## config.mk

```make
export PLATFORM = sky130hd
export DESIGN_NAME = ahb_arbiter_flat
export DESIGN_NICKNAME = d
export VERILOG_FILES = /design/src/rtl/ahb_arbiter_if.sv /design/src/rtl/ahb_arbiter.sv /design/src/flat_wrapper.sv
export SDC_FILE = /design/constraint.sdc
export NUM_CORES = 1
export LEC_CHECK = 0
export CAP_MARGIN = 25
export CELL_PAD_IN_SITES_DETAIL_PLACEMENT = 1
export CELL_PAD_IN_SITES_GLOBAL_PLACEMENT = 2
export CORE_MARGIN = 2
export CORE_UTILIZATION = 22
export CTS_CLUSTER_DIAMETER = 40
export DETAILED_ROUTE_END_ITERATION = 16
export GPL_TIMING_DRIVEN = 0
export PLACE_DENSITY = 0.89
export SYNTH_ARGS = -nofsm -noshare
export SYNTH_HDL_FRONTEND = slang
export SYNTH_SLANG_ARGS = --single-unit
```

## constraint.sdc

```tcl
create_clock -name hclk -period 2.1 [get_ports hclk]
set_input_delay 0.315 -clock hclk [delete_from_list [all_inputs] [get_ports hclk]]
set_output_delay 0.315 -clock hclk [all_outputs]
set_load 0.05 [all_outputs]
```

## src/rtl/ahb_arbiter_if.sv

```systemverilog
// AHB-Lite request/grant bundle between the master agents and the bus arbiter.
// Handshake: a master holds hbusreq until it sees its hgrant bit; every grant,
// hmaster and lock decision is accepted only on an hclk edge where hready = 1,
// so hready low freezes all arbitration-side state.
interface ahb_arbiter_if #(
  parameter int MASTER_NUM = 4
);
  logic [MASTER_NUM-1:0] hbusreq;
  logic [MASTER_NUM-1:0] hlock;
  logic                  hready;
  logic [MASTER_NUM-1:0] hgrant;
  logic [3:0]            hmaster;
  logic                  hmastlock;

  modport master (
    output hbusreq,
    output hlock,
    output hready,
    input  hgrant,
    input  hmaster,
    input  hmastlock
  );

  modport slave (
    input  hbusreq,
    input  hlock,
    input  hready,
    output hgrant,
    output hmaster,
    output hmastlock
  );
endinterface

```

## src/rtl/ahb_arbiter.sv

```systemverilog
// AHB-Lite multi-master arbiter: one-hot registered grant, hmaster follow-up, lock FSM.
// Define AHB_ARB_RR_EN for round-robin arbitration; otherwise fixed priority (index 0 highest).
module ahb_arbiter #(
  parameter int MASTER_NUM = 4
) (
  input  logic             hclk,
  input  logic             hreset,
  ahb_arbiter_if.slave     bus,
  output logic [1:0]       state_dbg
);

  typedef enum logic [1:0] {
    ARB       = 2'd0,
    LOCKED    = 2'd1,
    LOCK_TAIL = 2'd2
  } arb_state_t;

  localparam logic [MASTER_NUM-1:0] GRANT_ONE  = {{(MASTER_NUM-1){1'b0}}, 1'b1};
  localparam logic [MASTER_NUM-1:0] GRANT_DEF  = {1'b1, {(MASTER_NUM-1){1'b0}}};
  localparam logic [3:0]            MASTER_DEF = 4'(MASTER_NUM - 1);

  arb_state_t            state_q, state_d;
  logic [MASTER_NUM-1:0] grant_q, grant_d;
  logic [3:0]            hmaster_q;
  logic [3:0]            g_idx;
  logic [3:0]            win_idx;
  logic                  lock_g;
  logic                  any_req;
  logic                  arb_en;

  // The grant is one-hot, so masking hlock with it selects hlock[g].
  assign lock_g  = |(bus.hlock & grant_q);
  assign any_req = |bus.hbusreq;

  always_comb begin
    g_idx = '0;
    for (int i = 0; i < MASTER_NUM; i++) begin
      if (grant_q[i]) g_idx = 4'(i);
    end
  end

`ifdef AHB_ARB_RR_EN
  logic [3:0] ptr_q, ptr_d;
  logic       found;

  // Walking 2*MASTER_NUM slots starting at the pointer gives the wrap-around search.
  always_comb begin
    win_idx = MASTER_DEF;
    found   = 1'b0;
    for (int i = 0; i < 2 * MASTER_NUM; i++) begin
      if (!found && (i >= int'(ptr_q)) && bus.hbusreq[i % MASTER_NUM]) begin
        win_idx = 4'(i % MASTER_NUM);
        found   = 1'b1;
      end
    end
  end

  always_comb begin
    ptr_d = ptr_q;
    if (bus.hready && (state_q == ARB) && !lock_g && any_req) begin
      ptr_d = (win_idx == MASTER_DEF) ? 4'd0 : win_idx + 4'd1;
    end
  end

  always_ff @(posedge hclk or negedge hreset) begin
    if (!hreset) ptr_q <= 4'd0;
    else         ptr_q <= ptr_d;
  end
`else
  always_comb begin
    win_idx = MASTER_DEF;
    for (int i = MASTER_NUM - 1; i >= 0; i--) begin
      if (bus.hbusreq[i]) win_idx = 4'(i);
    end
  end
`endif

  always_comb begin
    state_d = state_q;
    arb_en  = 1'b0;
    if (bus.hready) begin
      case (state_q)
        ARB: begin
          if (lock_g) state_d = LOCKED;
          else        arb_en  = 1'b1;
        end
        LOCKED: begin
          if (!lock_g) state_d = LOCK_TAIL;
        end
        LOCK_TAIL: begin
          state_d = ARB;
          arb_en  = 1'b1;
        end
        default: state_d = ARB;
      endcase
    end
    grant_d = arb_en ? (GRANT_ONE << win_idx) : grant_q;
  end

  always_ff @(posedge hclk or negedge hreset) begin
    if (!hreset) begin
      state_q   <= ARB;
      grant_q   <= GRANT_DEF;
      hmaster_q <= MASTER_DEF;
    end else begin
      state_q <= state_d;
      grant_q <= grant_d;
      if (bus.hready) hmaster_q <= g_idx;
    end
  end

  assign bus.hgrant    = grant_q;
  assign bus.hmaster   = hmaster_q;
  assign bus.hmastlock = hreset & lock_g;
  assign state_dbg     = state_q;

endmodule

```

## src/flat_wrapper.sv

```systemverilog
// flat-port wrapper written by rule: the top's interface ports become plain ports
module ahb_arbiter_flat 
#(
  parameter int MASTER_NUM = 4
)
  (hclk, hreset, state_dbg, bus_hbusreq, bus_hlock, bus_hready, bus_hgrant, bus_hmaster, bus_hmastlock);
  ahb_arbiter_if #(.MASTER_NUM(MASTER_NUM)) bus_i ();
  input  logic hclk;
  input  logic hreset;
  output logic [1:0] state_dbg;
  input wire logic [$bits(bus_i.hbusreq)-1:0] bus_hbusreq;
  input wire logic [$bits(bus_i.hlock)-1:0] bus_hlock;
  input wire logic [$bits(bus_i.hready)-1:0] bus_hready;
  output wire logic [$bits(bus_i.hgrant)-1:0] bus_hgrant;
  output wire logic [$bits(bus_i.hmaster)-1:0] bus_hmaster;
  output wire logic [$bits(bus_i.hmastlock)-1:0] bus_hmastlock;
  assign bus_i.hbusreq = bus_hbusreq;
  assign bus_i.hlock = bus_hlock;
  assign bus_i.hready = bus_hready;
  assign bus_hgrant = bus_i.hgrant;
  assign bus_hmaster = bus_i.hmaster;
  assign bus_hmastlock = bus_i.hmastlock;
  ahb_arbiter #(.MASTER_NUM(MASTER_NUM)) u_core (.hclk(hclk), .hreset(hreset), .bus(bus_i), .state_dbg(state_dbg));
endmodule
```

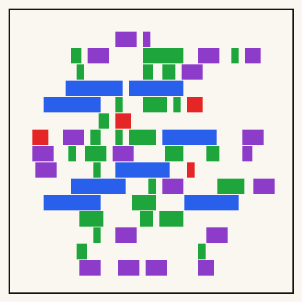
Figure 1: placement by cell class.
Drawn at 6 px/um.
colour	class	cells	share of their area
purple	remaining buffers and delay cells	20	30%
red	clock drivers and dummy loads	4	4.4%
green	combinational and other logic	27	31%
blue	sequential cells	8	34%
final instance area: 634 um2
cell row count: 15
sequential share of cell area: 32.1%
core area: 0.00173 mm2

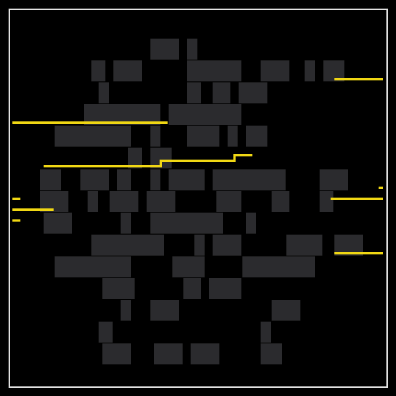
Figure 2: M3 wires.
Drawn at 8 px/um.
share of all routed wire	6.9%
longest straight run	19.1 um
nets with wire on the layer	9
wire length on this layer	70.4 um
main direction	horizontal
final wirelength: 1.01 mm
met3 track demand over resource in global routing: 6.92%
via total after detailed routing: 333

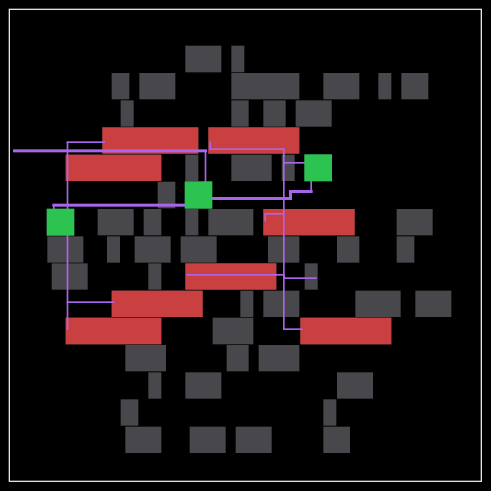
Figure 3: clock wires, drivers and flops.
Drawn at 10 px/um.
[red] flip-flops | count: 8
[purple] clock wires | length: 130 um
[green] clock drivers | count: 3
routed clock nets	4
clock latency of the later-clocked register in the worst-skew pair: 0.26 ns
fraction of power consumed by the clock network: 11.8%
clock network power consumption: 129 uW
Clock Skews: 0.0157 ns

==> impl_table.tex <==
% Table of physical implementation metrics
\begin{tabular}{lr}
\hline
Metric & Value \\
\hline
\multicolumn{2}{l}{\textbf{Power}} \\
Comb pwr & 651 uW \\
Leakage & $\sim$0.26 nW \\
Post-layout total power & 1.10 mW \\
Worst vdd rail ir drop & around 0.69 mV \\
Switching share of total power & 50.0\% \\
Cell-internal power & 550 uW \\
PwrDens & between 1500 and 2000 mW/mm2 \\
Group drawing the most power & combinational logic \\
NetSw & 550 uW \\
\multicolumn{2}{l}{\textbf{Drt}} \\
Highest metal layer with signal wires & met3 \\
Violation count after the first detailed-routing iteration & 0 \\
Count of unresolved DRC violations after routing & 0 \\
Average wire per cell in the routed design & between 10 and 15 um \\
1st-pass router iterations & 1 \\
Routed via count divided by cell count & $\sim$4 \\
Met3 wirelength from detailed routing & 70 um \\
\multicolumn{2}{l}{\textbf{Final layout}} \\
Non-clock buffers & 20 \\
Inverter tally of the final layout excluding the clock network & 2 \\
Combinational share of cell area & 28.6\% \\
Combinational Area & 181 um2 \\
Number of multi-input logic gates & 25 \\
Fillers & approximately 210 \\
Non-Filler Instances & between 80 and 90 \\
Number of clock buffers in the layout & 4 \\
Max reg flops & 4 \\
Share of post-route cells with drive strength above 1 & 23.7\% \\
Area-dominant class & flip-flops and latches \\
Final core utilization & 36.7\% \\
Flop area & 204 um2 \\
Clock-cell share of area & under 10\% \\
Layout overhead on the synthesized area & 55.5\% \\
Antenna diode count & 0 \\
Final nets & 71 \\
\multicolumn{2}{l}{\textbf{Synth}} \\
Most frequent cell after synthesis & dfrtp\_1 \\
Share of flip-flops with an asynchronous set or reset & 100\% \\
Post-Synthesis Mean Instance Area & 11.0 um2 \\
Unique cell types & 20 \\
Yosys warning total & 0 \\
Ranking of synthesized cells by area & dfrtp\_1 (31\%), dfstp\_2 (19\%), mux2\_1 (8.3\%) \\
Sequential-to-total area share from yosys stat & 50.0\% \\
Dominant register cell & dfrtp\_1 \\
Compound-gate portion of the synthesized area & 13.5\% \\
Xor/xnor cell area share of the yosys netlist & 0\% \\
Post-Syn Instances & 37 \\
Flip-flops with a built-in enable & 0 \\
Simple share & 15.6\% \\
Number of cells in Yosys stat & 37 \\
Top-area cell type share of the netlist area & 30.7\% \\
Mapped cell area & 408 um2 \\
Share of cell area taken by muxes after synthesis & around 13\% \\
Most area-hungry cell type in the Yosys netlist & dfrtp\_1 \\
Area share of fa/ha/maj cells after synthesis & 0\% \\
\multicolumn{2}{l}{\textbf{STA}} \\
Hold violation total from the final report & 0 \\
Fin crit period & 1.94 ns \\
Maximum frequency from static timing analysis & just over 0.5 GHz \\
Transition time of the tightest slew-check pin & 0.507 ns \\
Setup repair after global routing missed its margin & false \\
Post-route setup TNS & 0 ns \\
Post-route fraction of the period consumed by the critical path & 92.3\% \\
Worst rel slew slack & 66.1\% \\
Worst hold margin & 0.331 ns \\
Min setup slack post-route & 0.161 ns \\
\multicolumn{2}{l}{\textbf{Worst setup path}} \\
Buffers plus inverters on the worst setup path & 1 \\
Signal arrival time at the worst endpoint & 1.62 ns \\
Worst reg2reg path startpoint & u\_core.bus.hgrant[2] \\
Path length in cells of the critical path & 1 \\
Launch point of the worst path & u\_core.bus.hgrant[3] \\
Type of the setup path with the least slack & reg2out \\
Register-to-register setup slack & 0.58 ns \\
R2r worst-path depth & 4 \\
Endpoint class of the critical path & output pin \\
Crit path max-delay cell type & clkdlybuf4s50\_1 \\
\multicolumn{2}{l}{\textbf{CTS}} \\
Number of clock buffers inserted by TritonCTS & 3 \\
Post-CTS Hold Fix Bufs & 0 \\
Clk Tree Root Cell & clkbuf\_4 \\
Maximum root-to-sink buffer count & 2 \\
CTS tree & yes \\
Clock slew at reported path FFs & 0.06 ns \\
\multicolumn{2}{l}{\textbf{Global routing}} \\
Initial antenna violation count & 0 \\
Via count of the first global-routing pass & 357 \\
GRT Residual Overflow & 0 \\
Met1 track demand over resource & 14.2\% \\
Global-route wire length before repair & 1.63 mm \\
Maximum number of pins on one net before global-route repair & 10 \\
Global-route usage over all layers & 11.3\% \\
M2 GR Usage & 17.0\% \\
\multicolumn{2}{l}{\textbf{Die}} \\
Die x size & 47.1 um \\
Area of the chip & 0.00221 mm2 \\
Number of well-tap cells placed & 25 \\
Die height & 47.1 um \\
\multicolumn{2}{l}{\textbf{Run status}} \\
Result of the run & completed \\
\multicolumn{2}{l}{\textbf{Job}} \\
Max cap viols & 0 \\
\multicolumn{2}{l}{\textbf{Placed design}} \\
Hpwl dp & 837 um \\
\hline
\end{tabular}
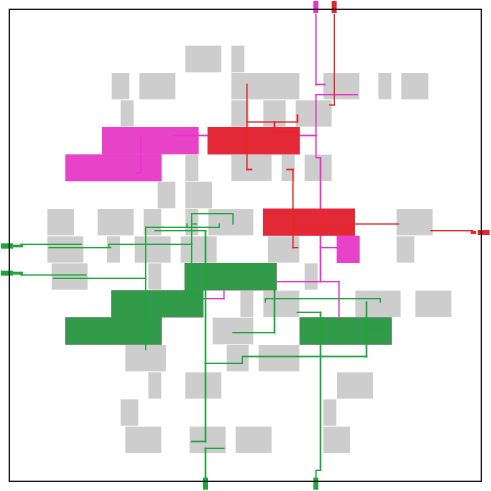
Figure 4: I/O nets highlighted.
Drawn at 10 px/um.
colour	port	bits	direction	end cells	buffers	wire
green	bus_hgrant	4	output	4	4	171 um
magenta	hreset	1	input	9	1	73.1 um
red	state_dbg	2	output	2	2	52.2 um
number of buffer cells added on primary ports: 17
number of top-level pins: 22

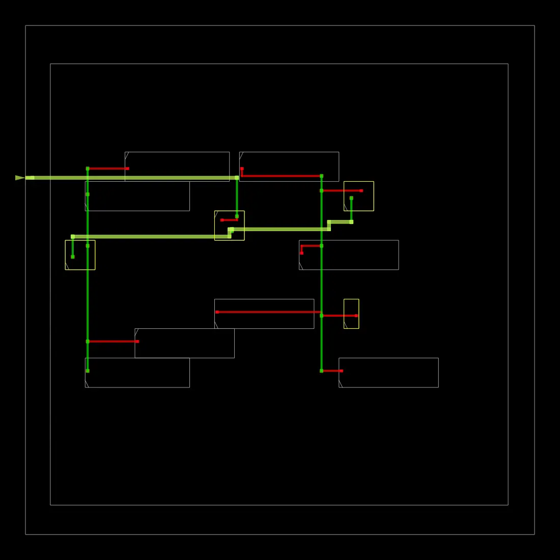
Figure 5: clock wiring as the flow saved it.
number of clock sinks: 8
FFs & Latches: 8

cell families after synthesis:
kind of cell,count (synthesis)
AND/OR/NAND/NOR,11
flip-flops,8
AND-OR/OR-AND,7
multiplexers,5
buffers and inverters,5
other,1
layout by cell type (no fill, tap or decap), drive strengths merged:
| master | instances |
|---|---|
| a21oi | 4 |
| clkdlybuf4s50 | 16 |
| buf | 2 |
| nor2 | 4 |
| a22oi | 2 |
| nor3b | 1 |
| and2 | 1 |
| nor2b | 1 |
| mux2 | 4 |
| nand2 | 2 |
| clkbuf | 6 |
| o22ai | 1 |
| dfstp | 3 |
| nor3 | 1 |
| nand3 | 1 |
| dfrtp | 5 |
| conb | 2 |
| mux2i | 1 |
| inv | 2 |
Power is estimated from default activity; no workload was simulated.
